### The metal 3 layer

Scale: 4 px per um.
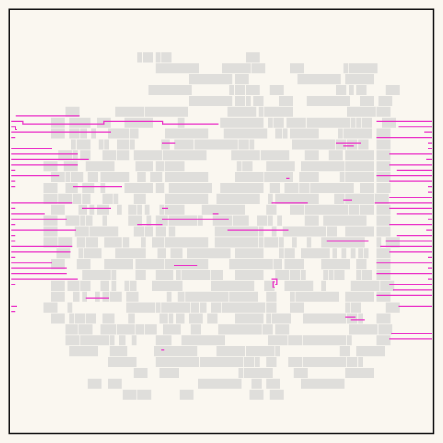
### Clock routing

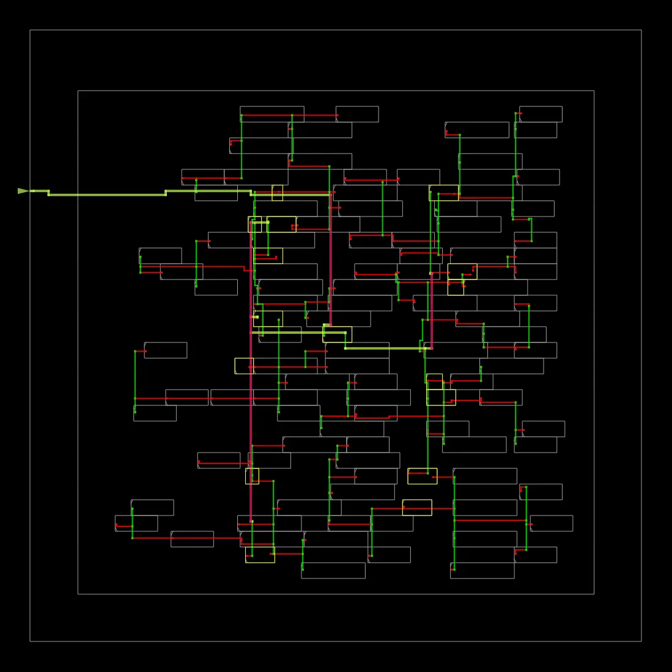
[src/rtl/if_stage_pkg.sv]
// Shared microRISC fetch definitions: widths, NOP, reset PC, step, depth.
// IF_PREFETCH_EN selects the two-deep prefetch; otherwise one deep.
package if_stage_pkg;

  localparam int XLEN = 16;
  localparam logic [XLEN-1:0] NOP_DEF = 16'h0000;
  localparam logic [XLEN-1:0] RESET_PC_DEF = 16'h0000;
  localparam logic [XLEN-1:0] INSTR_STEP = 16'd2;

`ifdef IF_PREFETCH_EN
  localparam int DEPTH = 2;
`else
  localparam int DEPTH = 1;
`endif

  localparam int CW = $clog2(DEPTH + 1);

  typedef struct packed {
    logic [XLEN-1:0] pc;
    logic [XLEN-1:0] instr;
  } fetch_entry_t;

  typedef struct packed {
    logic            epoch;
    logic [XLEN-1:0] pc;
  } fetch_tag_t;

endpackage

[src/rtl/if_fetch_fifo.sv]
// In-order synchronous FIFO with push, pop, clear and occupancy count.
// Clear wins over a same-cycle push; IF_PREFETCH_EN sets the depth used.
module if_fetch_fifo #(
  parameter int DEPTH = 2,
  parameter int W     = 32
) (
  input  logic                         clk,
  input  logic                         i_rst,
  input  logic                         i_clear,
  input  logic                         i_push,
  input  logic [W-1:0]                 i_data,
  input  logic                         i_pop,
  output logic [W-1:0]                 o_data,
  output logic [$clog2(DEPTH+1)-1:0]   o_count
);

  localparam int AW = (DEPTH > 1) ? $clog2(DEPTH) : 1;
  localparam int CW = $clog2(DEPTH + 1);

  logic [W-1:0]  r_mem [2**AW];
  logic [AW-1:0] r_rd;
  logic [AW-1:0] r_wr;
  logic [CW-1:0] r_count;
  logic          w_do_pop;
  logic          w_do_push;

  function automatic logic [AW-1:0] nxt(input logic [AW-1:0] p);
    return (p == AW'(DEPTH - 1)) ? '0 : p + AW'(1);
  endfunction

  assign w_do_pop  = i_pop && (r_count != '0);
  assign w_do_push = i_push &&
                     ((r_count != CW'(DEPTH)) || w_do_pop);

  always_ff @(posedge clk) begin
    if (w_do_push && !i_clear)
      r_mem[r_wr] <= i_data;
  end

  always_ff @(posedge clk) begin
    if (i_rst || i_clear) begin
      r_rd    <= '0;
      r_wr    <= '0;
      r_count <= '0;
    end else begin
      if (w_do_push)
        r_wr <= nxt(r_wr);
      if (w_do_pop)
        r_rd <= nxt(r_rd);
      r_count <= r_count + CW'(w_do_push) - CW'(w_do_pop);
    end
  end

  assign o_data  = r_mem[r_rd];
  assign o_count = r_count;

endmodule

[src/rtl/if_stage.sv]
// microRISC instruction fetch: PC, imem handshake, prefetch FIFO, IF/ID reg.
// IF_PREFETCH_EN enables two outstanding fetches; default is one.
module if_stage
  import if_stage_pkg::*;
#(
  parameter logic [XLEN-1:0] RESET_PC  = RESET_PC_DEF,
  parameter logic [XLEN-1:0] NOP_INSTR = NOP_DEF
) (
  input  logic            clk,
  input  logic            rst,
  input  logic            stall,
  input  logic            flush,
  input  logic            redirect,
  input  logic [XLEN-1:0] redirect_pc,
  output logic            imem_req,
  output logic [XLEN-1:0] imem_addr,
  input  logic            imem_ready,
  input  logic            imem_rvalid,
  input  logic [XLEN-1:0] imem_rdata,
  output logic [XLEN-1:0] instruction,
  output logic [XLEN-1:0] pc,
  output logic            id_valid
);

  logic [XLEN-1:0] r_fetch_pc;
  logic            r_epoch;
  logic [XLEN-1:0] r_instr;
  logic [XLEN-1:0] r_pc;
  logic            r_valid;

  logic [CW-1:0]   w_out_cnt;
  logic [CW-1:0]   w_fifo_cnt;
  logic [CW:0]     w_used;
  logic            w_load;
  logic            w_pop;
  logic            w_issue;
  logic            w_rsp;
  logic            w_keep;
  fetch_tag_t      w_tag_in;
  fetch_tag_t      w_tag_head;
  fetch_entry_t    w_ent_in;
  fetch_entry_t    w_head;

  assign w_load = !stall && !flush;
  assign w_pop  = w_load && (w_fifo_cnt != '0);

  // a same-cycle pop frees its slot so 1-cycle memory can stream
  assign w_used = {1'b0, w_out_cnt} + {1'b0, w_fifo_cnt}
                - {{CW{1'b0}}, w_pop};

  assign imem_req  = !rst && !redirect &&
                     (w_used < (CW+1)'(DEPTH));
  assign imem_addr = r_fetch_pc;
  assign w_issue   = imem_req && imem_ready;
  assign w_rsp     = imem_rvalid && (w_out_cnt != '0);

  assign w_tag_in = '{epoch: r_epoch, pc: r_fetch_pc};
  assign w_keep   = w_rsp && (w_tag_head.epoch == r_epoch);
  assign w_ent_in = '{pc: w_tag_head.pc, instr: imem_rdata};

  if_fetch_fifo #(
    .DEPTH (DEPTH),
    .W     ($bits(fetch_tag_t))
  ) u_tag_q (
    .clk     (clk),
    .i_rst   (rst),
    .i_clear (1'b0),
    .i_push  (w_issue),
    .i_data  (w_tag_in),
    .i_pop   (w_rsp),
    .o_data  (w_tag_head),
    .o_count (w_out_cnt)
  );

  if_fetch_fifo #(
    .DEPTH (DEPTH),
    .W     ($bits(fetch_entry_t))
  ) u_fifo (
    .clk     (clk),
    .i_rst   (rst),
    .i_clear (redirect),
    .i_push  (w_keep),
    .i_data  (w_ent_in),
    .i_pop   (w_pop),
    .o_data  (w_head),
    .o_count (w_fifo_cnt)
  );

  always_ff @(posedge clk) begin
    if (rst) begin
      r_fetch_pc <= RESET_PC;
      r_epoch    <= 1'b0;
    end else if (redirect) begin
      r_fetch_pc <= {redirect_pc[XLEN-1:1], 1'b0};
      r_epoch    <= ~r_epoch;
    end else if (w_issue) begin
      r_fetch_pc <= r_fetch_pc + INSTR_STEP;
    end
  end

  always_ff @(posedge clk) begin
    if (rst || flush) begin
      r_valid <= 1'b0;
      r_instr <= NOP_INSTR;
      r_pc    <= '0;
    end else if (!stall) begin
      if (w_pop) begin
        r_valid <= 1'b1;
        r_instr <= w_head.instr;
        r_pc    <= w_head.pc;
      end else begin
        r_valid <= 1'b0;
        r_instr <= NOP_INSTR;
        r_pc    <= '0;
      end
    end
  end

  assign instruction = r_instr;
  assign pc          = r_pc;
  assign id_valid    = r_valid;

endmodule

[config.mk]
export PLATFORM = sky130hd
export DESIGN_NAME = if_stage
export DESIGN_NICKNAME = d
export VERILOG_FILES = /design/src/rtl/if_stage_pkg.sv /design/src/rtl/if_fetch_fifo.sv /design/src/rtl/if_stage.sv
export SDC_FILE = /design/constraint.sdc
export NUM_CORES = 1
export LEC_CHECK = 0
export CAP_MARGIN = 30
export CORE_MARGIN = 8
export CORE_UTILIZATION = 44
export DETAILED_ROUTE_END_ITERATION = 8
export GPL_TIMING_DRIVEN = 0
export PLACE_DENSITY = 0.75
export SLEW_MARGIN = 20
export SYNTH_ARGS = -nofsm -noshare
export SYNTH_HDL_FRONTEND = slang
export SYNTH_SLANG_ARGS = --single-unit
[constraint.sdc]
create_clock -name clk -period 3.4 [get_ports clk]
set_clock_uncertainty 0.05 [all_clocks]
set_input_delay 0.34 -clock clk [delete_from_list [all_inputs] [get_ports clk]]
set_output_delay 0.34 -clock clk [all_outputs]
set_load 0.01 [all_outputs]
==> metrics.cfg <==
[power_and_ir_drop]
seq_power_mw=1.28
power_density_mw_per_mm2=446
p_comb_mw=0.167
p_seq_frac=0.604
power.switching_mw=0.490
p_leak_nw=1.55
p_clk_mw=0.672

[timing]
worstMarginPinSlew_ps=610
timing.slew.headroom=0.593
rsz0062_at_grt=no
hold_violations=0
finalClockPeriodUsage=0.748
layout_setup_ws_ps=856
slew_violations=0

[finish]
layout_top_cells=clkdlybuf4s50_1 (84), nor2_1 (50), dfxtp_1 (50), edfxtp_1 (47), a22oi_1 (31)
inv_count=5
ff_latch_area_mm2=0.00241
n_antenna_cell=0
comb_area_frac=0.220
clock_buffers=10
syn2layout_area_growth_pct=34.0
final_cell_area_mm2=0.00474
comb_area_mm2=0.00105
flops=97
utilization=0.611
top_register=u_fifo.r_mem
fin_nets=421
clkCellAreaFrac=0.0377

[clock_tree]
postCtsHoldBufs=0
root_buffer=clkbuf_8
h-tree-depth=3

[flow_run]
warnings=27
drv_cap=0

[routing]
drtIter0Drc=111
vias=2539
wl_met3_um=707
wl_per_cell_um=16.0
drc=0
wl_met1_um=3430
top_layer=met4
ant_nets=0

[global_route]
track_usage=0.139
grt_pass1_vias=2494
grt_start_max_net_pins=17
met1_usage=0.168
grt.overflow.total=0
grt_pass1_wl_um=12500

[critical_path]
crit_family=buffers and inverters
crit_type=in -> out
reg2reg_to=u_tag_q.r_mem[0][6]
cp-end-kind=output port
crit_fanout=10
cp.depth=4
arrival_ps=2150
ff2ff_path_depth=6
critPathMostFrequentCell=clkdlybuf4s50_1
cp_cell_sequence=clkdlybuf4s50_1 -> buf_1 -> nor4_1 -> clkdlybuf4s50_1
cpPeakStageDelay_ps=590

[logic_synthesis]
topCombFamilyByArea=simple AND/OR/NAND/NOR gates
synthCells=280
edf_count=47
avgSynthCellArea_um2=12.6
postSynth.topFlopCell=dfxtp_1
adder_share=0.00707
syn_area_mm2=0.00354
yosysUniqueCellTypes=46
synthMuxAreaShare=0.00318

[die]
die_height_um=106
tap-cell-count=102
die_area_mm2=0.0112
die_w_um=106

[place]
dp_cells=471
numPortBuffers=84
place_area_mm2=0.00457

[min_path]
hold_start=u_tag_q.r_mem[0][3]
hold_end=u_fifo.r_mem[0][19]

[outcome]
status=complete, no violations

-- 'The metal 3 layer' (at the start) --
longest straight run	24.6 um
wire length on this layer	708 um
main direction	horizontal

-- 'Clock routing' (at the start) --
cts bufs inserted: 9
CTS sink cnt: 97

